$ cat src/rtl/sp_ram_master.sv
// sync_fifo: generic show-ahead FIFO for the response path.
// Latency: a push is visible on out_vld/out_dat the cycle after it is written.
// Backpressure: out_rdy pops; when full, a push is taken only together with a pop.
//
// Ports: clk_i/rst_n_i (sync active-low), in_vld/in_dat (push side),
//        out_vld/out_rdy/out_dat (show-ahead pop side).
module sync_fifo #(
    parameter int WIDTH = 8,
    parameter int DEPTH = 4
) (
    input  logic             clk_i,
    input  logic             rst_n_i,
    input  logic             in_vld,
    input  logic [WIDTH-1:0] in_dat,
    output logic             out_vld,
    input  logic             out_rdy,
    output logic [WIDTH-1:0] out_dat
);
    localparam int AW = (DEPTH > 1) ? $clog2(DEPTH) : 1;
    localparam logic [AW:0] FULL_CNT = (AW+1)'(DEPTH);

    logic [WIDTH-1:0] mem_q [DEPTH];
    logic [AW-1:0]    wptr_q;
    logic [AW-1:0]    rptr_q;
    logic [AW:0]      count_q;
    logic             full;
    logic             push;
    logic             pop;

    assign full    = (count_q == FULL_CNT);
    assign out_vld = (count_q != '0);
    assign pop     = out_vld && out_rdy;
    // A pop in the same cycle frees the slot being written, so push while full is legal.
    assign push    = in_vld && (!full || pop);
    // Empty FIFO presents zero rather than stale storage.
    assign out_dat = out_vld ? mem_q[rptr_q] : '0;

    // Power-of-two depth lets the pointers wrap by plain overflow.
    always_ff @(posedge clk_i) begin
        if (!rst_n_i) begin
            wptr_q  <= '0;
            rptr_q  <= '0;
            count_q <= '0;
        end else begin
            if (push) wptr_q <= wptr_q + AW'(1);
            if (pop)  rptr_q <= rptr_q + AW'(1);
            case ({push, pop})
                2'b10:   count_q <= count_q + (AW+1)'(1);
                2'b01:   count_q <= count_q - (AW+1)'(1);
                default: count_q <= count_q;
            endcase
        end
    end

    always_ff @(posedge clk_i) begin
        if (push) mem_q[wptr_q] <= in_dat;
    end
endmodule

// sp_ram_master: arbitrates write/read request channels onto one single-port RAM port.
// Latency: read handshake in cycle 0 -> response valid in cycle 3 (RAM latency 1) or 4 (latency 2).
// Backpressure: reads are only granted while fewer than RESP_DEPTH responses are owed.
//
// Ports: clk_i/rst_n_i (sync active-low); wr_* write request channel (valid/ready);
//        rd_* read request channel (valid/ready); rd_data_* response channel (valid/ready);
//        ram_* registered command to the RAM and ram_data_i read data back from it.
module sp_ram_master #(
    parameter int DATA_WIDTH     = 8,
    parameter int ADDR_WIDTH     = 8,
    parameter     IS_OUT_LATENCY = "false",
    parameter int RESP_DEPTH     = 4,
    localparam int BYTE_VALID_WIDTH = DATA_WIDTH / 8
) (
    input  logic                        clk_i,
    input  logic                        rst_n_i,
    input  logic                        wr_valid_i,
    output logic                        wr_ready_o,
    input  logic [ADDR_WIDTH-1:0]       wr_addr_i,
    input  logic [DATA_WIDTH-1:0]       wr_data_i,
    input  logic [BYTE_VALID_WIDTH-1:0] wr_byte_valid_i,
    input  logic                        rd_valid_i,
    output logic                        rd_ready_o,
    input  logic [ADDR_WIDTH-1:0]       rd_addr_i,
    output logic                        rd_data_valid_o,
    input  logic                        rd_data_ready_i,
    output logic [DATA_WIDTH-1:0]       rd_data_o,
    output logic                        ram_wr_en_o,
    output logic [DATA_WIDTH-1:0]       ram_data_o,
    output logic [BYTE_VALID_WIDTH-1:0] ram_byte_valid_o,
    output logic [ADDR_WIDTH-1:0]       ram_addr_o,
    input  logic [DATA_WIDTH-1:0]       ram_data_i
);
    localparam int LAT = (IS_OUT_LATENCY == "true") ? 2 : 1;
    localparam int CW  = $clog2(RESP_DEPTH + 1);
    localparam logic [CW-1:0] CNT_MAX = CW'(RESP_DEPTH);

    typedef enum logic {
        GNT_WR = 1'b0,
        GNT_RD = 1'b1
    } grant_e;

    typedef struct packed {
        logic [ADDR_WIDTH-1:0]       addr;
        logic [DATA_WIDTH-1:0]       data;
        logic [BYTE_VALID_WIDTH-1:0] be;
    } wr_req_t;

    typedef struct packed {
        logic                        wr_en;
        logic [ADDR_WIDTH-1:0]       addr;
        logic [DATA_WIDTH-1:0]       data;
        logic [BYTE_VALID_WIDTH-1:0] be;
    } ram_cmd_t;

    grant_e        last_q;
    grant_e        last_d;
    logic          wr_gnt;
    logic          rd_gnt;
    logic          rd_credit;
    logic [CW-1:0] cnt_q;
    logic          resp_pop;
    wr_req_t       wr_req;
    ram_cmd_t      ram_q;
    logic          rd_issue_q;
    logic [LAT-1:0] tag_q;

    assign wr_req = '{addr: wr_addr_i, data: wr_data_i, be: wr_byte_valid_i};

    // cnt_q counts reads accepted but not yet popped, so it also bounds FIFO occupancy.
    assign rd_credit = (cnt_q < CNT_MAX);
    assign resp_pop  = rd_data_valid_o && rd_data_ready_i;

    // Round-robin arbiter; the grants double as readies, so they are only raised with a valid.
    always_comb begin
        wr_gnt = 1'b0;
        rd_gnt = 1'b0;
        last_d = last_q;
        if (wr_valid_i && rd_valid_i) begin
            // A read that loses only for lack of credit yields the slot to the write.
            if (last_q == GNT_RD || !rd_credit) wr_gnt = 1'b1;
            else                                rd_gnt = 1'b1;
        end else if (wr_valid_i) begin
            wr_gnt = 1'b1;
        end else if (rd_valid_i && rd_credit) begin
            rd_gnt = 1'b1;
        end
        if (wr_gnt) last_d = GNT_WR;
        if (rd_gnt) last_d = GNT_RD;
    end

    assign wr_ready_o = wr_gnt;
    assign rd_ready_o = rd_gnt;

    always_ff @(posedge clk_i) begin
        if (!rst_n_i) last_q <= GNT_RD;
        else          last_q <= last_d;
    end

    always_ff @(posedge clk_i) begin
        if (!rst_n_i) begin
            cnt_q <= '0;
        end else begin
            case ({rd_gnt, resp_pop})
                2'b10:   cnt_q <= cnt_q + CW'(1);
                2'b01:   cnt_q <= cnt_q - CW'(1);
                default: cnt_q <= cnt_q;
            endcase
        end
    end

    // Issue stage: the granted request becomes the RAM command for the next cycle.
    always_ff @(posedge clk_i) begin
        if (!rst_n_i) begin
            ram_q <= '0;
        end else if (wr_gnt) begin
            ram_q.wr_en <= 1'b1;
            ram_q.addr  <= wr_req.addr;
            ram_q.data  <= wr_req.data;
            ram_q.be    <= wr_req.be;
        end else if (rd_gnt) begin
            ram_q.wr_en <= 1'b0;
            ram_q.addr  <= rd_addr_i;
            ram_q.be    <= '0;
        end else begin
            // Idle: address held to avoid needless toggling on the RAM pins.
            ram_q.wr_en <= 1'b0;
            ram_q.be    <= '0;
        end
    end

    assign ram_wr_en_o      = ram_q.wr_en;
    assign ram_addr_o       = ram_q.addr;
    assign ram_data_o       = ram_q.data;
    assign ram_byte_valid_o = ram_q.be;

    // rd_issue_q marks the cycle the RAM sees a read; the tag then rides LAT stages so
    // that it leaves exactly when the RAM's output carries that read's data.
    always_ff @(posedge clk_i) begin
        if (!rst_n_i) begin
            rd_issue_q <= 1'b0;
            tag_q      <= '0;
        end else begin
            rd_issue_q <= rd_gnt;
            tag_q[0]   <= rd_issue_q;
            for (int i = 1; i < LAT; i++) begin
                tag_q[i] <= tag_q[i-1];
            end
        end
    end

    // Credit accounting guarantees a free slot for every tagged push.
    sync_fifo #(
        .WIDTH (DATA_WIDTH),
        .DEPTH (RESP_DEPTH)
    ) u_resp_fifo (
        .clk_i   (clk_i),
        .rst_n_i (rst_n_i),
        .in_vld  (tag_q[LAT-1]),
        .in_dat  (ram_data_i),
        .out_vld (rd_data_valid_o),
        .out_rdy (rd_data_ready_i),
        .out_dat (rd_data_o)
    );
endmodule

$ cat config.mk
export PLATFORM = sky130hd
export DESIGN_NAME = sp_ram_master
export DESIGN_NICKNAME = d
export VERILOG_FILES = /design/src/rtl/sp_ram_master.sv
export SDC_FILE = /design/constraint.sdc
export NUM_CORES = 1
export LEC_CHECK = 0
export CORE_MARGIN = 8
export CORE_UTILIZATION = 40
export CTS_CLUSTER_DIAMETER = 100
export DETAILED_ROUTE_END_ITERATION = 10
export DONT_BUFFER_PORTS = 1
export SETUP_SLACK_MARGIN = 0.15
export SYNTH_ARGS = -nofsm -noshare
export SYNTH_HDL_FRONTEND = slang
export SYNTH_HIERARCHICAL = 1
export SYNTH_SLANG_ARGS = --single-unit
$ cat constraint.sdc
create_clock -name clk_i -period 6.7 [get_ports clk_i]
set_input_delay 1.34 -clock clk_i [delete_from_list [all_inputs] [get_ports clk_i]]
set_output_delay 1.34 -clock clk_i [all_outputs]
set_load 0.005 [all_outputs]
layer_met1.png
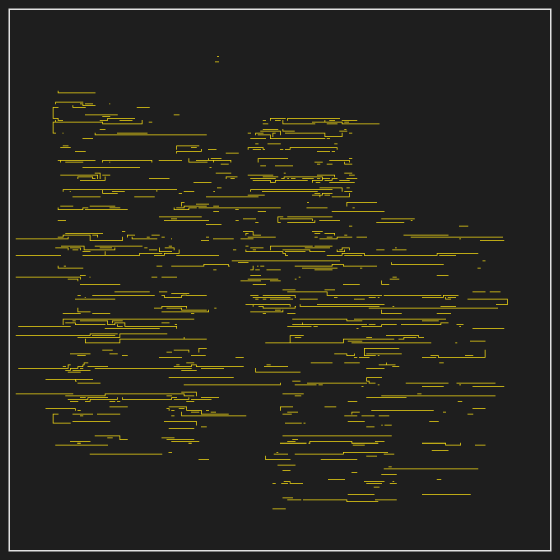
The layer carries 2,240 um of wire. The wires run mostly horizontal. The longest straight run is 24.4 um. The layer holds 41% of the routed length.
met1 usage: 11.20%
routed vias: 1,697
Routed WL: 5.464 mm

metal_density.png
Bar = 20 um. 20 x 20 tiles, from dark blue (low) to red (high), scaled to the fullest tile. Values are wire area over tile area, all layers added.
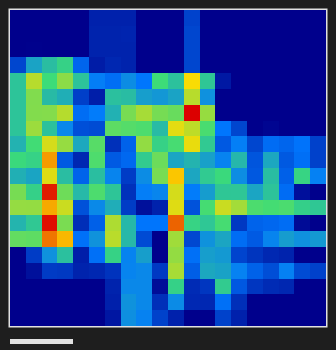
31% of the tiles are nearly empty. The mean over all tiles is 0.090. 16% of the tiles are over half the peak. The emptiest ninth of the die: upper right.
Total Routing Usage GR: 11.26%
DR WL/cell: 16.36 um

==> impl_metrics.env <==
# source this file to load flow results
export IMPL_ctsHoldBuffers=0
export IMPL_maxSlewHeadroom_pct=43.47
export IMPL_hold_path_depth=1
export IMPL_power_mw=0.8158
export IMPL_die_y_um=100.6
export IMPL_mux_area_share_pct=11.88
export IMPL_clk_path_buf_depth=2
export IMPL_synth_area_leader_cell="edfxtp_1"
export IMPL_post_cts_setup_buffer_count=0
export IMPL_cts_buffers_inserted=9
export IMPL_fillers=657
export IMPL_p_comb_mw=0.0420
export IMPL_dominant_cells="sequential cells"
export IMPL_slowest_delay_ns=0.51
export IMPL_ys_sh_xor_pct=1.835
export IMPL_insertion_delay_ns=0.33
export IMPL_mostFrequentLayoutCell="dfxtp_1"
export IMPL_worstSetupPathType="input port to primary output"
export IMPL_largest_reg_flops=32
export IMPL_drt_vias_per_instance=5.081
export IMPL_bufAreaShareNonClock_pct=0
export IMPL_finalCritPeriodShare_pct=50.05
export IMPL_seq_share_pct=52.28
export IMPL_warnings=29
export IMPL_synth_edff_count=32
export IMPL_top_cells_by_count="33 x dfxtp_1, 32 x edfxtp_1, 20 x nand2_1, 16 x mux2i_1, 13 x o21ai_0"
export IMPL_grt_most_used_layer="met2"
export IMPL_hold_start="rd_issue_q"
export IMPL_crit_fanout=18
export IMPL_yosys_area_um2=2864
export IMPL_core_um2=7098
export IMPL_power_internal_mw=0.6330
export IMPL_die_x_um=100.6
export IMPL_io_pins=67
export IMPL_top_layer="met4"
export IMPL_mostFrequentLayoutCells="33 x dfxtp_1, 32 x edfxtp_1, 20 x nand2_1"
export IMPL_finalSetupViolations=0
export IMPL_outcome="completed"
export IMPL_comb_cells=142
export IMPL_reg2reg_slack_ns=4.02
export IMPL_grt_overflow_total=0
export IMPL_grt_pass1_wl_mm=8.728
export IMPL_worstMarginPinSlew_ns=0.8414
export IMPL_design_area_um2=3102
export IMPL_area_growth_pct=8.300
export IMPL_crit_path_start="rd_valid_i"
export IMPL_drive_gt1_share_pct=11.91
export IMPL_drtAntennaViolNets=0
export IMPL_setup_worst_path_end_class="primary output"
export IMPL_clock_area_share_pct=6.575
export IMPL_p_leak_nw=1.111
export IMPL_drc=0
export IMPL_placed_cells=318
export IMPL_n_all_buffers=0
export IMPL_use_met3_pct=7.044
export IMPL_switching_share_pct=22.40
export IMPL_drt_first_pass_iters=4
export IMPL_logic_family="simple AND/OR/NAND/NOR gates"
export IMPL_seqPwrFrac_pct=54.1
export IMPL_dieArea_um2=10120
export IMPL_netlist_area_um2=2864
export IMPL_crit_end="wr_ready_o"
export IMPL_peakVddDrop_mv=0.1173
export IMPL_grt_max_degree=34
export IMPL_synthCells=234
export IMPL_yosysCellCount=234
export IMPL_sh_comb_area_pct=35.70
export IMPL_yosys_warnings=6
export IMPL_seq_cell_power_mw=0.441
export IMPL_hp_class="flop to flop"
export IMPL_rows=31
export IMPL_maxCapViolCount=0
export IMPL_worstPathRequired_ns=5.36
export IMPL_area_leaders="edfxtp_1 34%, dfxtp_1 23%, mux4_2 6.3%, mux2i_1 5.6%, nand2_1 2.6%"
export IMPL_compound_area_share_pct=8.082
export IMPL_fin_crit_ns=3.353
export IMPL_top_cell_area_share_pct=33.55
export IMPL_async_reset_ff_share_pct=0
export IMPL_max_freq_mhz=298.2
export IMPL_met2_usage_pct=18.44
export IMPL_ys_seq_share_pct=56.62
export IMPL_power_leader="sequential cells"
export IMPL_drt_initial_drc_count=66
export IMPL_n_all_inverters=12
export IMPL_syn_nets=279
export IMPL_holdWs_ns=0.4436
export IMPL_clkTransAtPathRegs_ns=0.07
export IMPL_ys_sh_simple_pct=13.28
export IMPL_hold_path_end="tag_q"
export IMPL_rsz0062_at_grt="no"
export IMPL_nClkBuffers=10
export IMPL_clock_power_share_pct=40.8
export IMPL_grt_pass1_vias=1788
export IMPL_start_kind="input port"
export IMPL_register_area_um2=1622
export IMPL_logic_area_um2=1107
export IMPL_htree_num_levels=3
export IMPL_final_cells=334
export IMPL_timing_rr_end="cnt_q[2]"
export IMPL_nNetsFinal=275
export IMPL_gp_congestion=0.7122
export IMPL_fin_util_pct=43.70
export IMPL_synth_most_common_cell="dfxtp_1"
export IMPL_p_switching_mw=0.1827
export IMPL_synthAdderAreaFrac_pct=3.582
export IMPL_r2r_start="u_resp_fifo/count_q[0]"
export IMPL_crit_path_top_delay_cell="o21a_1"
export IMPL_port_buffers=0
export IMPL_worst_path_stages=2
export IMPL_fin_ws_ns=3.347
export IMPL_wl_met1_mm=2.239
export IMPL_powerDensity_nw_per_um2=263.0
export IMPL_worstPathArrival_ns=2.01
export IMPL_ff_count=65
export IMPL_numSynthFlops=65
export IMPL_root_buffer="clkbuf_8"
export IMPL_dpl_instance_area_um2=2898
export IMPL_crit_buf_inv=0
export IMPL_finClkSkew_ns=0.004780
export IMPL_fp_util_pct=40.35
export IMPL_tns_ns=0
export IMPL_drv_slew=0
layer_met3.png
Bar = 20 um.
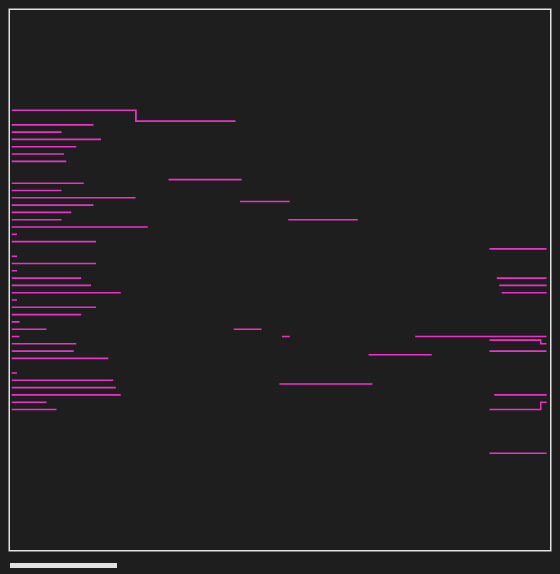
The wires run mostly horizontal. 49 nets have wire on it. The longest straight run is 25.1 um. The layer carries 632 um of wire. The layer holds 12% of the routed length.

clocks.png
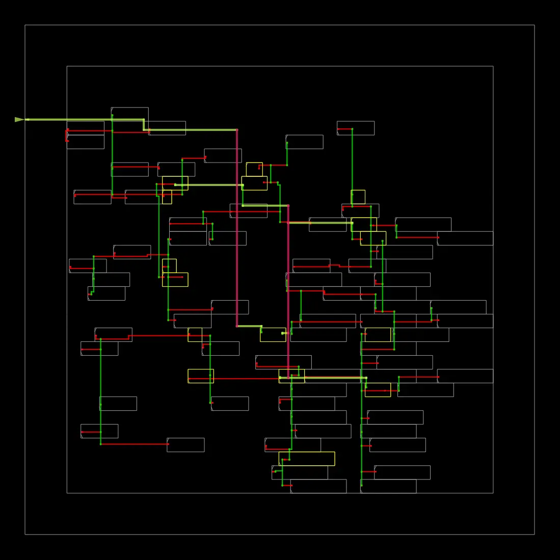
power in the clock group: 0.333 mW
CTS Sinks: 65

No activity file was given, so power comes from the tool's default toggle rates.
